==> images/io_placement.png <==
Pins as bars across the die edge, other pins in grey.
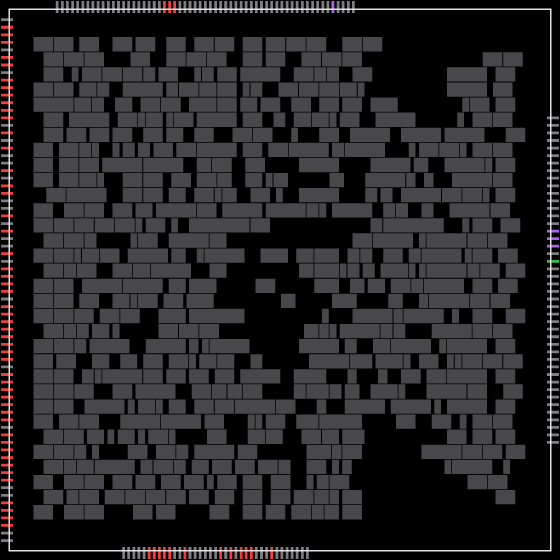
==> images/wires.png <==
Only two layers are drawn.
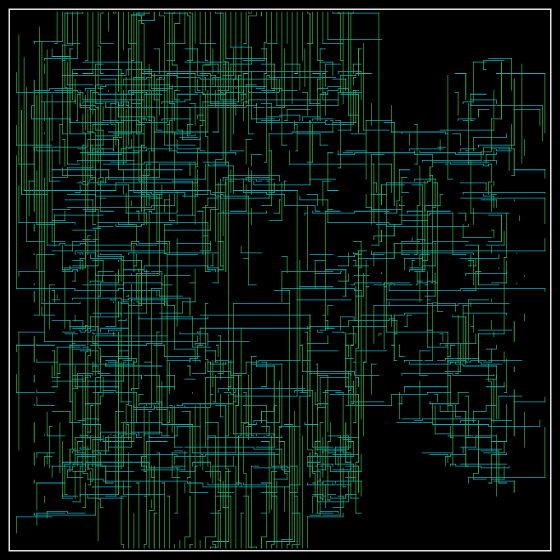
**config.mk**
```make
export PLATFORM = sky130hd
export DESIGN_NAME = umul_sched_flat
export DESIGN_NICKNAME = d
export VERILOG_FILES = /design/src/rtl/umul_sched_if.sv /design/src/rtl/umul_sched.sv /design/src/flat_wrapper.sv
export SDC_FILE = /design/constraint.sdc
export NUM_CORES = 1
export LEC_CHECK = 0
export CAP_MARGIN = 25
export CORE_MARGIN = 4
export CORE_UTILIZATION = 39
export DETAILED_ROUTE_END_ITERATION = 7
export PLACE_DENSITY = 0.87
export SLEW_MARGIN = 25
export SYNTH_ARGS = -nofsm -noshare
export SYNTH_HDL_FRONTEND = slang
export SYNTH_SLANG_ARGS = --single-unit
```
**constraint.sdc**
```tcl
create_clock -name g_clk -period 4.5 [get_ports g_clk]
set_input_delay 0.675 -clock g_clk [delete_from_list [all_inputs] [get_ports g_clk]]
set_output_delay 0.675 -clock g_clk [all_outputs]
set_load 0.005 [all_outputs]
```
**src/rtl/umul_sched_if.sv**
```systemverilog
// Fixed-point parameter carrier plus the common clock/reset shared by the
// scheduler and the multiplier it feeds.
interface fixedp #(
   parameter int unsigned WIDTH = 16,
   parameter int unsigned SCALE = 8
);
   logic clk;
   logic reset;

   modport master (output clk, output reset);
   modport slave  (input clk, input reset);
endinterface

```
**src/rtl/umul_sched.sv**
```systemverilog
// Round-robin scheduler sharing one free-running pipelined umul among N_REQ
// requesters; a tag pipeline tracks each product's owner through the multiplier.
module umul_sched #(
   parameter int unsigned N_REQ       = 4,
   parameter int unsigned MUL_LATENCY = 3,
   parameter int unsigned WIDTH       = 16
) (
   fixedp.slave                      g,
   input  logic                      en,
   input  logic [N_REQ-1:0]          req_valid,
   output logic [N_REQ-1:0]          req_ready,
   input  logic [N_REQ*WIDTH-1:0]    req_a,
   input  logic [N_REQ*WIDTH-1:0]    req_b,
   output logic [WIDTH-1:0]          mul_a,
   output logic [WIDTH-1:0]          mul_b,
   input  logic [WIDTH-1:0]          mul_f,
   output logic [WIDTH-1:0]          res_f,
   output logic [N_REQ-1:0]          res_valid,
   output logic [$clog2(N_REQ)-1:0]  res_id,
   output logic                      busy
);
   localparam int unsigned IW = $clog2(N_REQ);

   logic [IW-1:0]      ptr;
   logic [IW-1:0]      ptr_nxt;
   logic [IW-1:0]      grant_id;
   logic               accept;
   logic [MUL_LATENCY:0] tag_vld;
   logic [IW-1:0]      tag_id [MUL_LATENCY+1];

   // First valid requester at or above the pointer, wrapping; no grants in reset.
   always_comb begin
      int unsigned idx;
      req_ready = '0;
      grant_id  = '0;
      accept    = 1'b0;
      idx       = 0;
      if (en && !g.reset) begin
         for (int unsigned off = 0; off < N_REQ; off++) begin
            idx = (32'(ptr) + off) % N_REQ;
            if (!accept && req_valid[idx]) begin
               accept   = 1'b1;
               grant_id = IW'(idx);
            end
         end
      end
      if (accept) req_ready[grant_id] = 1'b1;
   end

   assign ptr_nxt = (32'(grant_id) == N_REQ - 1) ? '0 : grant_id + 1'b1;

   always_ff @(posedge g.clk) begin
      if (g.reset) begin
         ptr       <= '0;
         mul_a     <= '0;
         mul_b     <= '0;
         tag_vld   <= '0;
         res_f     <= '0;
         res_valid <= '0;
         res_id    <= '0;
         for (int unsigned s = 0; s <= MUL_LATENCY; s++) tag_id[s] <= '0;
      end else begin
         if (accept) begin
            ptr   <= ptr_nxt;
            mul_a <= req_a[grant_id*WIDTH +: WIDTH];
            mul_b <= req_b[grant_id*WIDTH +: WIDTH];
         end
         // Tag pipeline never stalls: a bubble enters whenever nothing is accepted.
         tag_vld[0] <= accept;
         tag_id[0]  <= grant_id;
         for (int unsigned s = 1; s <= MUL_LATENCY; s++) begin
            tag_vld[s] <= tag_vld[s-1];
            tag_id[s]  <= tag_id[s-1];
         end
         if (tag_vld[MUL_LATENCY]) begin
            res_f     <= mul_f;
            res_id    <= tag_id[MUL_LATENCY];
            res_valid <= N_REQ'(1) << tag_id[MUL_LATENCY];
         end else begin
            res_valid <= '0;
         end
      end
   end

   assign busy = (|tag_vld) | (|res_valid);
endmodule

```
**src/flat_wrapper.sv**
```systemverilog
// flat-port wrapper written by rule: the top's interface ports become plain ports
module umul_sched_flat 
#(
   parameter int unsigned N_REQ       = 4,
   parameter int unsigned MUL_LATENCY = 3,
   parameter int unsigned WIDTH       = 16
)
  (en, req_valid, req_ready, req_a, req_b, mul_a, mul_b, mul_f, res_f, res_valid, res_id, busy, g_clk, g_reset);
  fixedp #(.WIDTH(WIDTH), .SCALE((8))) g_i ();
  input  logic en;
  input  logic [N_REQ-1:0] req_valid;
  output logic [N_REQ-1:0] req_ready;
  input  logic [N_REQ*WIDTH-1:0] req_a;
  input  logic [N_REQ*WIDTH-1:0] req_b;
  output logic [WIDTH-1:0] mul_a;
  output logic [WIDTH-1:0] mul_b;
  input  logic [WIDTH-1:0] mul_f;
  output logic [WIDTH-1:0] res_f;
  output logic [N_REQ-1:0] res_valid;
  output logic [$clog2(N_REQ)-1:0] res_id;
  output logic busy;
  input wire logic [$bits(g_i.clk)-1:0] g_clk;
  input wire logic [$bits(g_i.reset)-1:0] g_reset;
  assign g_i.clk = g_clk;
  assign g_i.reset = g_reset;
  umul_sched #(.N_REQ(N_REQ), .MUL_LATENCY(MUL_LATENCY), .WIDTH(WIDTH)) u_core (.g(g_i), .en(en), .req_valid(req_valid), .req_ready(req_ready), .req_a(req_a), .req_b(req_b), .mul_a(mul_a), .mul_b(mul_b), .mul_f(mul_f), .res_f(res_f), .res_valid(res_valid), .res_id(res_id), .busy(busy));
endmodule
```
==> results.json <==
{
  "cts_hold_buf": 0,
  "path_clk_slew_ns": 0.07,
  "whs_path_depth": 1,
  "enable_flop_cells": 0,
  "portBuffers": 209,
  "nets": 677,
  "rr_startpoint": "u_core.ptr[1]",
  "syn_to_final_growth_pct": 77.1,
  "dp_hpwl_mm": 8.51,
  "ys_warn_count": 0,
  "die_width_um": 97.3,
  "clockRootBuffer": "clkbuf_8",
  "final_cell_mix": "clkdlybuf4s50_1, dfxtp_1, mux2i_1, nand2_1, o221ai_1",
  "ys_area_sq_um": 3110,
  "synth_seq_share": 0.438,
  "fin_skew_ns": 0.00655,
  "worstSetupPathType": "in2out",
  "r2r_cells": 6,
  "slew_viol_final": 0,
  "ys_cells": 317,
  "tightest_slew_ns": 0.625,
  "min-delay-start": "u_core.tag_id[0][1]",
  "hold_viol": 0,
  "wl_mm": 11.0,
  "h-tree-depth": 3,
  "cts_setup_buffers": 0,
  "fillers": 569,
  "cp_max_fo": 34,
  "fin_crit_ns": 3.85,
  "numCtsBuffers": 9,
  "max_freq_mhz": 259,
  "fp_util": 0.402,
  "end_kind": "output pin",
  "power_frac_seq": 0.415,
  "grt_pass1_vias": 3399,
  "cts.sinks": 68,
  "status": "finished, final reports clean",
  "max_slew_margin": 0.582,
  "grt_use_total": 0.224,
  "hold_path_class": "reg2reg",
  "synth.cell_area_sq_um": 3110,
  "layout.cells.most_common": "clkdlybuf4s50_1",
  "via_count": 3336,
  "finalPower_mw": 1.60,
  "critPathArrivalTime_ns": 3.18,
  "antenna_cells": 0,
  "dieHeight_um": 97.3,
  "syn_inst": 317,
  "async_flop_share": 0,
  "ir_drop_mv": 0.178,
  "p_int_mw": 1.20,
  "drc": 0,
  "warning_count": 29,
  "timing.rr.end": "u_core.mul_b[2]",
  "required_ns": 3.83,
  "cts_resized": 0,
  "vias_per_cell": 5.30,
  "pwr_density_cell_nw_per_um2": 290,
  "pwr-share-clk": 0.338,
  "clk_latency_ns": 0.34,
  "layout-drive-gt1-share": 0.0664,
  "syn_nets": 472,
  "grt_max_degree": 35,
  "finalWeightedCongestion": 0.806,
  "dieArea_sq_um": 9470,
  "drv_cap": 0,
  "routedWlPerCell_um": 17.5,
  "finalCritPeriodShare": 0.856,
  "setup_viol": 0
}
-- io_placement.png (at the start) --
colour	port	pins	direction	edge
green	`busy`	1	output	right
purple	`req_ready`	4	output	3 right, 1 top
red	`req_a`	64	input	49 left, 12 bottom, 3 top
all pins by edge	70 left, 59 top, 44 right, 37 bottom

-- wires.png (at the start) --
colour	layer	wire length
cyan	metal 1	3,960 um
green	metal 2	5,620 um

## final cells by class
type                            count  area, sq um  share of cell area
Multi-Input combinational cell    223         1620               0.294
Inverter                            4         20.0             0.00364
Clock inverter                      7         91.3              0.0166
Clock buffer                        9          124              0.0225
Tap cell                          102          128              0.0232
Sequential cell                    68         1360               0.247
Timing Repair Buffer              216         2160               0.393
## worst max-delay path: stages
cell	delay, ns
clkdlybuf4s50_1	0.53
mux2i_1	0.21
o22ai_2	0.18
nor3_4	0.51
inv_6	0.21
ha_1	0.26
and3_1	0.14
clkdlybuf4s50_1	0.47
## per-stage QoR
step                setup WS, ns  hold WS (ns)  instances  utilization  instance area [sq um]
CTS                        0.598         0.446        628        0.709                   5480
finish                     0.646         0.439        629        0.712                   5510
global route               0.465         0.460        629        0.712                   5510
global placement           0.672         0.419        612        0.680                   5260
detailed placement         0.603         0.428        612        0.681                   5260
floorplan                   1.73         0.414        317            -                   3110
## worst max path at each step
stage / to / start / depth (start not counted) / slack (ns)
floorplan: req_ready[3] / req_valid[1] / 7 / 1.73
global placement: req_ready[0] / req_valid[1] / 8 / 0.67
detailed placement: req_ready[0] / req_valid[0] / 8 / 0.60
CTS: req_ready[0] / req_valid[0] / 8 / 0.60
global route: req_ready[0] / req_valid[0] / 8 / 0.47
finish: req_ready[0] / req_valid[0] / 8 / 0.65
## synthesized netlist by cell type (all sizes together) (2+ instances only)
master  count  area, sq um
buf        15         92.6
mux2i      50          500
a22oi       6         45.0
ha          4         50.1
o221ai     32          280
inv         4         20.0
nand2b      5         31.3
o21ai       3         15.0
nor4bb      2         20.0
nor3        4         31.3
nor2b      10         62.6
and3        4         25.0
a21oi       5         28.8
o22ai      27          175
nand2      38          150
nor4        2         12.5
dfxtp      68         1360
clkbuf      7         30.0
nand3b      2         15.0
nor2       22         90.1
## layer usage
layer / vias to the layer above / part of all wire / wire, um / track usage
met5: - / 0 / 0 / 0
met1: 1534 / 0.36 / 3960 / 0.232
li1: 1596 / - / - / -
met3: 25 / 0.094 / 1040 / 0.0739
met4: 0 / 0.033 / 363 / 0.0937
met2: 181 / 0.51 / 5620 / 0.410
## cells by family after synthesis
logic type      Yosys count  synth area share
flops                    68             0.438
mux                      50             0.161
simple gates             93             0.152
compound gates           76             0.188
buf+inv                  26            0.0459
fa+ha+maj                 4            0.0161
## power by group through the flow
| stage | clock (mW) | combinational [mW] | sequential [mW] |
|---|---|---|---|
| final | 0.540 | 0.396 | 0.663 |
| after global routing | 0.579 | 0.425 | 0.667 |
| after CTS | 0.552 | 0.393 | 0.663 |
| after detailed placement | 0 | 0.391 | 0.676 |
| after global placement | 0 | 0.384 | 0.674 |
| after floorplan | 0 | 0.148 | 0.676 |
## flip-flops by register name (all words and copies together) (netlist names)
| name | count |
|---|---|
| u_core.mul_a | 16 |
| u_core.mul_b | 16 |
| u_core.res_f | 16 |
| u_core.tag_id | 8 |
| u_core.res_valid | 4 |
| u_core.tag_vld | 4 |
| u_core.ptr | 2 |
| u_core.res_id | 2 |
Power and IR drop assume default switching activity.
